**src/rtl/low_freq_measure_controller.sv**
```systemverilog
// low_freq_measure_controller: reciprocal low-frequency meter driving an external divider and bin-to-BCD converter
module low_freq_measure_controller #(
  parameter int TICK_CYCLES = 100,
  parameter int TIMEOUT_US = 2_000_000,
  parameter int PERIOD_W = 22,
  parameter logic [31:0] DIVIDEND = 32'd1_000_000_000
) (
  input  logic                clk_i,
  input  logic                reset_i,
  input  logic                start_i,
  input  logic                si_i,
  output logic                div_start_o,
  output logic [31:0]         dividend_o,
  output logic [PERIOD_W-1:0] divisor_o,
  input  logic                div_done_i,
  input  logic [31:0]         quotient_i,
  output logic                bcd_start_o,
  output logic [31:0]         bcd_bin_o,
  input  logic                bcd_done_i,
  input  logic [39:0]         bcd_i,
  output logic [15:0]         disp_o,
  output logic [3:0]          dp_o,
  output logic                busy_o,
  output logic                done_o,
  output logic                err_o
);
  localparam int PW = TICK_CYCLES > 1 ? $clog2(TICK_CYCLES) : 1;
  localparam int TW = $clog2(TIMEOUT_US + 1);
  typedef enum logic [3:0] {IDLE, WAIT_E1, MEASURE, DIV_REQ, DIV_WAIT, BCD_REQ, BCD_WAIT, SCALE, DONE} state_t;
  state_t state, state_nxt;
  logic s1, s2, s3, rise, tick, counting, timed_out;
  logic [PW-1:0] pre;
  logic [TW-1:0] tmo;
  logic [PERIOD_W-1:0] per, per_inc, per_q;
  logic [31:0] quo;
  logic [39:0] bcd;
  logic [3:0] k, w, dp_nxt;
  logic [15:0] disp_nxt;
  assign rise = s2 & ~s3;
  assign tick = pre == PW'(TICK_CYCLES - 1);
  assign counting = state == WAIT_E1 || state == MEASURE;
  assign timed_out = tmo == TW'(TIMEOUT_US);
  // the tick landing on the edge cycle still counts, so an exact N us period latches N
  assign per_inc = (tick && !(&per)) ? per + 1'b1 : per;
  assign div_start_o = state == DIV_REQ;
  assign dividend_o = DIVIDEND;
  assign divisor_o = per_q;
  assign bcd_start_o = state == BCD_REQ;
  assign bcd_bin_o = quo;
  assign done_o = state == DONE;
  assign busy_o = state != IDLE;
  always_comb begin
    state_nxt = state;
    case (state)
      IDLE:     state_nxt = start_i ? WAIT_E1 : IDLE;
      WAIT_E1:  state_nxt = rise ? MEASURE : timed_out ? IDLE : WAIT_E1;
      MEASURE:  state_nxt = rise ? (per_inc == '0 ? IDLE : DIV_REQ) : timed_out ? IDLE : MEASURE;
      DIV_REQ:  state_nxt = DIV_WAIT;
      DIV_WAIT: state_nxt = div_done_i ? BCD_REQ : DIV_WAIT;
      BCD_REQ:  state_nxt = BCD_WAIT;
      BCD_WAIT: state_nxt = bcd_done_i ? SCALE : BCD_WAIT;
      SCALE:    state_nxt = DONE;
      DONE:     state_nxt = IDLE;
      default:  state_nxt = IDLE;
    endcase
  end
  always_comb begin
    k = 4'd0;
    for (int i = 1; i < 10; i++) if (bcd[4*i +: 4] != 4'd0) k = 4'(i);
    w = k < 4'd3 ? 4'd3 : k;
    disp_nxt = bcd[{w - 4'd3, 2'b00} +: 16];
    dp_nxt = w <= 4'd6 ? 4'(4'b0001 << (4'd6 - w)) : 4'b0000;
  end
  always_ff @(posedge clk_i) begin
    if (reset_i) begin
      state <= IDLE;
      {s3, s2, s1} <= 3'b000;
      pre <= '0;
      tmo <= '0;
      per <= '0;
      per_q <= '0;
      quo <= '0;
      bcd <= '0;
      disp_o <= 16'h0000;
      dp_o <= 4'b0000;
      err_o <= 1'b0;
    end else begin
      state <= state_nxt;
      {s3, s2, s1} <= {s2, s1, si_i};
      pre <= (!counting || state_nxt != state || tick) ? '0 : pre + 1'b1;
      tmo <= (!counting || state_nxt != state) ? '0 : tick ? tmo + 1'b1 : tmo;
      per <= state == MEASURE ? per_inc : '0;
      if (state == MEASURE && rise) per_q <= per_inc;
      if (state == DIV_WAIT && div_done_i) quo <= quotient_i;
      if (state == BCD_WAIT && bcd_done_i) bcd <= bcd_i;
      if (state == SCALE) begin
        disp_o <= disp_nxt;
        dp_o <= dp_nxt;
      end
      err_o <= (state == IDLE && start_i) ? 1'b0 : (counting && state_nxt == IDLE) ? 1'b1 : err_o;
    end
  end
endmodule

```
**config.mk**
```make
export PLATFORM = sky130hd
export DESIGN_NAME = low_freq_measure_controller
export DESIGN_NICKNAME = d
export VERILOG_FILES = /design/src/rtl/low_freq_measure_controller.sv
export SDC_FILE = /design/constraint.sdc
export NUM_CORES = 1
export LEC_CHECK = 0
export ABC_CLOCK_PERIOD_IN_PS = 5450
export CAP_MARGIN = 20
export CORE_ASPECT_RATIO = 0.8
export CORE_MARGIN = 4
export CORE_UTILIZATION = 56
export CTS_BUF_LIST = sky130_fd_sc_hd__clkbuf_2
export CTS_CLUSTER_DIAMETER = 60
export CTS_CLUSTER_SIZE = 16
export DETAILED_ROUTE_END_ITERATION = 8
export PLACE_DENSITY = 0.91
export SYNTH_ARGS = -nofsm -noshare
export SYNTH_HDL_FRONTEND = slang
export SYNTH_SLANG_ARGS = --single-unit
```
**constraint.sdc**
```tcl
create_clock -name clk_i -period 5.45 [get_ports clk_i]
set_clock_uncertainty 0.2 [all_clocks]
set_input_delay 0.8175 -clock clk_i [delete_from_list [all_inputs] [get_ports clk_i]]
set_output_delay 0.8175 -clock clk_i [all_outputs]
set_load 0.01 [all_outputs]
```
==> run_1/final_congestion.png <==
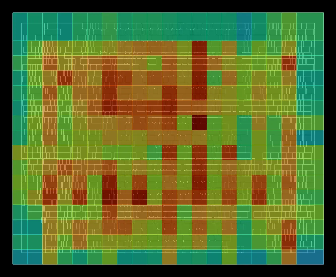
GRT Util Overall: 26.2%
DR WL/cell: 16.9 um

==> run_1/registers.png <==
Scale: 2 px per um. Other sequential cells in the stronger grey, the rest of the logic in the fainter grey.
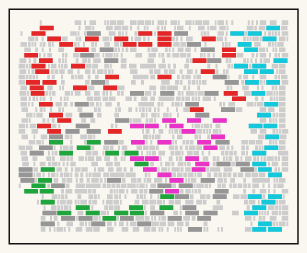
legend:
  tmo:
    colour: magenta
    flops: 21
    where: middle
  bcd:
    colour: red
    flops: 40
  bcd_bin_o:
    colour: cyan
    flops: 32
    where: a column on the right
  per:
    colour: green
    flops: 22
not coloured: 57
flip-flop and latch power: 1.27 mW
area used by sequential logic in the layout: 3440 sq um

==> run_1/zoom.png <==
Window x 59 to 84, y 22 to 47 um. Cells in grey, sequential cells in the stronger grey; small squares are vias.
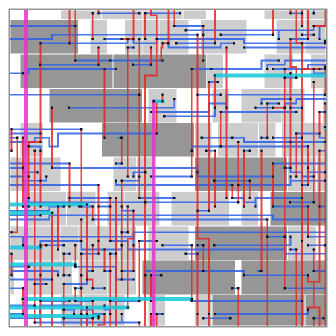
legend:
  met1:
    colour: blue
  met2:
    colour: red
  met3:
    colour: cyan
  met4:
    colour: magenta
cells with their middle in the window: 54
most frequent: dfxtp_1 (11), nor2_1 (10)
netlist names of flops here include: tmo (6), per (3)
sequential cells in the window: 11

==> run_1/gate_families.png <==
Scale: 2 px per um.
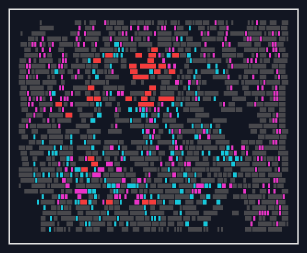
legend:
  NAND gates:
    colour: magenta
    cells: 236
    where: spread over the die
  NOR gates:
    colour: cyan
    cells: 170
  multiplexers:
    colour: red
    cells: 32

==> ci_impl_report.md, run 1 <==
### Metrics collected by this job

| Metric | Value |
|---|---|
| Most frequent cells after synthesis | `189 x nand2_1, 172 x dfxtp_1, 116 x nor2_1` |
| Depth of the most critical reg-to-reg path | `9` |
| Crit. path cell count | `9` |
| Fraction of layout cells with a size suffix above 1 | `between 6 and 7%` |
| Max Cap Viol | `0` |
| Kind of start point of the critical path | `flip-flop` |
| Worst Setup EP | `disp_o[13]` |
| Area figure in the yosys stat output | `between 8000 and 9000 sq um` |
| GR Overflow Total | `0` |
| Final worst path period share | `between 60% and 70%` |
| Number of slew-limit violations in the final report | `0` |
| Power consumption | `approximately 2.0 mW` |
| Layout Utilization | `a little under 70%` |
| Cells in synth_stat.txt | `approximately 1,000` |
| Fraction of the mapped netlist area in adder cells | `0.912%` |
| Wire length of the first global-routing pass | `~35,000 um` |
| Most common cell after layout, fill and taps aside | `nand2_1` |
| Non-clock buffering overhead in the final layout | `between 15 and 20%` |
| Crit Path Max Fanout | `28` |
| Endpoint class of the critical path | `flip-flop` |
| RSZ-0062 raised after global routing | `no` |
| Multi-input logic portion of the cell area | `a little over two fifths` |
| Iter 0 DRT Violations | `about 700` |
| Register with the highest flop count | `bcd` |
| Flip-flop count of the largest register after layout | `around 40` |
| Hold-critical path endpoint | `disp_o[7]` |
| Number of sequential cells | `around 170` |
| Worst flop-to-flop path startpoint | `bcd[16]` |
| Num ports | `189` |
| Die boundary height | `116 um` |
| Highest ir drop seen on vdd | `roughly 0.19 mV` |
| Comb gate area | `4320 sq um` |
| Pin count of the biggest net entering global routing | `around 95` |
| Time the final worst path needs with I/O delays and setup | `around 3.7 ns` |
| Final Cell Area | `9900 sq um` |
| Flop share of the area | `between 30% and 40%` |
| Quantity of I/O buffers inserted on ports | `156` |
| Area leader share | `a little over two fifths` |
| Non-clock inverter total of the final layout | `10` |
| Final hold vios | `0` |
| Total tool warning count | `28` |
| Hpwl dp | `~16,000 um` |
| Data arrival at the endpoint of the critical path | `~4 ns` |
| Status | `finished clean` |
| Placed Instance Area | `between 9000 and 10,000 sq um` |
| Number of tap cells inserted | `about 180` |
| Launch point of the critical path | `bcd[16]` |
| Ant diodes | `0` |
| Vias in the first global route | `between 6,000 and 7,000` |
| Cell Rows | `39` |
| Power in combinational cells | `~0.11 mW` |
| Die X-Extent | `roughly 140 um` |
| Transition at the pin with the smallest max-transition slack | `1.07 ns` |
| Seq/Total Area, Yosys | `between 40% and 50%` |
| Critical Path Max Stage Delay | `a little under 0.7 ns` |
| Cell type with the largest total area | `dfxtp_1` |
| Chip Area | `between 15,000 and 20,000 sq um` |
| Most used cells in the layout excluding fill and tap cells | `189 x nand2_1, 172 x dfxtp_1, 155 x clkdlybuf4s50_1, 116 x nor2_1, 91 x a21oi_1` |
| Highest signal layer in the routed design | `met4` |
| Fill cell instance count of the final layout | `roughly 1,200` |
| Series of cell instances along the critical path | `nor4_1 > o21ai_1 > a21oi_1 > or2_4 > clkinv_2 > mux2_2 > mux4_2 > nor2_1 > nor3_1` |
| CTS root buf | `clkbuf_2` |
| Simple-Gate Fraction of Synth Area | `between 20% and 30%` |
| Layout overhead on the synthesized area | `20.3%` |
| Final routed DRC violation total | `0` |
| Iteration tally of the first detailed-router pass | `6` |
| Top FF cell, synth | `dfxtp_1` |
| Tightest slew margin relative to the limit | `between 20% and 30%` |
| Area-dominant cell class after layout | `logic gates` |
| Total of hold buffers inserted after clock tree synthesis | `0` |
| Flop pwr share | `between 60% and 70%` |
| R2R setup slack | `about 1.8 ns` |
| Leakage power summed over all cells | `about 3.2 nW` |
| Post-synthesis instance total | `1,005` |
| Weighted congestion at the end of routability-driven global placement | `around 0.95` |
| Async S/R FF share, synth | `0%` |
| Number of distinct library cells after synthesis | `between 70 and 80` |
| Total buffers and inverters traversed by the critical path | `1` |
| Number of cells traversed by the worst hold path | `2` |
| Clock Path Buffers | `2` |
| Post-synth area hogs | `dfxtp_1 42%, nand2_1 8.6%, a21oi_1 5.5%` |
| Floorplan Core Area | `14,300 sq um` |
| DP Cell Count | `roughly 1,300` |
| Int Pwr | `1.46 mW` |
| Layout clock area frac | `under 10%` |
| Wirelength, routed | `about 22,000 um` |
| Number of levels in the clock H-tree | `4` |
| Global Route met1 Usage | `36.4%` |
| Multi-input gates | `approximately 750` |
| Cell type of the slowest stage on the worst timing path | `nor4_1` |
| Setup TNS | `0 ns` |
| Setup ws final | `between 1.5 and 2 ns` |
| Worst hold slack | `0.267 ns` |
| Biggest power consumer among the groups | `sequential cells` |
| Synthesized area per cell | `roughly 8.2 sq um` |
| Kind of cell adding the most delay to the critical path | `simple AND/OR/NAND/NOR gates` |
| Power consumed by the clock network | `approximately 0.6 mW` |
==> run 2, diff against run 1 <==
Settings changed: ABC_CLOCK_PERIOD_IN_PS 5450 to 3400, CORE_UTILIZATION 56 to 52, PLACE_DENSITY 0.91 to 0.85.
Clock period 5.45 ns to 3.4 ns, I/O delays scaled along.
==> run_2/final_congestion.png <==
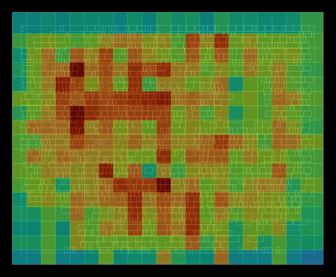
GRT Util Overall: 24.2%
met2 track demand over resource: 35.1%
DR WL/cell: 16.4 um
most utilized layer in the global route result: met2

==> run 2 against run 1 <==
Against the previous run:
- synthesized cell count unchanged
- highest routed layer unchanged
- maximum frequency up 11%
- critical path type unchanged
- largest cell class unchanged
- critical endpoint is now state[1]
- area after synthesis unchanged
==> ci_impl_report.md, run 2 <==
### Metrics collected by this job

| Metric | Value |
|---|---|
| Status | `finished clean` |
| Most used cells in the layout excluding fill and tap cells | `189 x nand2_1, 172 x dfxtp_1, 155 x clkdlybuf4s50_1, 115 x nor2_1, 91 x a21oi_1` |
| Simple-Gate Fraction of Synth Area | `between 20% and 30%` |
| Data arrival at the endpoint of the critical path | `roughly 3.7 ns` |
| Highest signal layer in the routed design | `met4` |
| Post-synthesis instance total | `about 1,000` |
| Crit Path Max Fanout | `7` |
| Chip Area | `17,900 sq um` |
| Multi-input gates | `about 750` |
| Global Route met1 Usage | `a little over a third` |
| Worst flop-to-flop path startpoint | `per[0]` |
| Number of distinct library cells after synthesis | `~73` |
| Biggest power consumer among the groups | `sequential cells` |
| Cell type with the largest total area | `dfxtp_1` |
| Number of tap cells inserted | `approximately 210` |
| Area-dominant cell class after layout | `logic gates` |
| Int Pwr | `approximately 2.4 mW` |
| Setup TNS | `0 ns` |
| Quantity of I/O buffers inserted on ports | `156` |
| Number of slew-limit violations in the final report | `0` |
| Endpoint class of the critical path | `flip-flop` |
| Final Cell Area | `between 10,000 and 15,000 sq um` |
| Floorplan Core Area | `about 15,000 sq um` |
| Die X-Extent | `around 150 um` |
| Total buffers and inverters traversed by the critical path | `0` |
| Seq/Total Area, Yosys | `41.8%` |
| Final hold vios | `0` |
| Launch point of the critical path | `per[0]` |
| Hpwl dp | `between 15,000 and 20,000 um` |
| DP Cell Count | `about 1,300` |
| Total of hold buffers inserted after clock tree synthesis | `1` |
| Wire length of the first global-routing pass | `35,100 um` |
| Num ports | `between 150 and 200` |
| Kind of start point of the critical path | `flip-flop` |
| Wirelength, routed | `between 20,000 and 25,000 um` |
| Vias in the first global route | `roughly 6,800` |
| Leakage power summed over all cells | `roughly 3.3 nW` |
| Layout Utilization | `65.9%` |
| Iter 0 DRT Violations | `787` |
| Async S/R FF share, synth | `0%` |
| Multi-input logic portion of the cell area | `43.0%` |
| Flip-flop count of the largest register after layout | `approximately 40` |
| Iteration tally of the first detailed-router pass | `5` |
| Number of sequential cells | `between 150 and 200` |
| Setup ws final | `~0.11 ns` |
| Fraction of layout cells with a size suffix above 1 | `7.81%` |
| Ant diodes | `0` |
| Power consumed by the clock network | `just under 1 mW` |
| Area figure in the yosys stat output | `around 8000 sq um` |
| Crit. path cell count | `9` |
| Worst Setup EP | `state[1]` |
| Fill cell instance count of the final layout | `~1,300` |
| CTS tree | `done` |
| Total tool warning count | `30` |
| Transition at the pin with the smallest max-transition slack | `around 1.1 ns` |
| Final worst path period share | `approximately 97%` |
| Comb gate area | `roughly 4300 sq um` |
| Top FF cell, synth | `dfxtp_1` |
| Highest ir drop seen on vdd | `around 0.23 mV` |
| Layout overhead on the synthesized area | `22.2%` |
| Synthesized area per cell | `between 8 and 9 sq um` |
| Weighted congestion at the end of routability-driven global placement | `between 0.9 and 1` |
| Non-clock buffering overhead in the final layout | `~18%` |
| Fraction of the mapped netlist area in adder cells | `less than 1%` |
| Pin count of the biggest net entering global routing | `between 100 and 150` |
| Series of cell instances along the critical path | `ha_1 > nand4_1 > or4_4 > or4b_4 > mux2i_1 > a21oi_1 > nand4_2 > o31ai_4 > a311oi_2` |
| Die boundary height | `approximately 120 um` |
| Flip-flop and latch power | `slightly above 2 mW` |
| Power consumption | `3.19 mW` |
| GR Overflow Total | `0` |
| Most frequent cells after synthesis | `189 x nand2_1, 172 x dfxtp_1, 116 x nor2_1` |
| Post-synth area hogs | `dfxtp_1 42%, nand2_1 8.6%, a21oi_1 5.5%` |
| Clock Path Buffers | `2` |
| Register with the highest flop count | `bcd` |
| Area used by sequential logic in the layout | `between 3000 and 4000 sq um` |
| Max Cap Viol | `0` |
| Time the final worst path needs with I/O delays and setup | `around 3.3 ns` |
| Kind of cell adding the most delay to the critical path | `simple AND/OR/NAND/NOR gates` |
| Flop share of the area | `between 30% and 40%` |
| Critical Path Max Stage Delay | `slightly below 0.6 ns` |
| Layout clock area frac | `~2%` |
| Power in combinational cells | `0.185 mW` |
| Hold-critical path endpoint | `bcd[8]` |
| Number of levels in the clock H-tree | `4` |
No activity file was given, so power comes from the tool's default toggle rates.
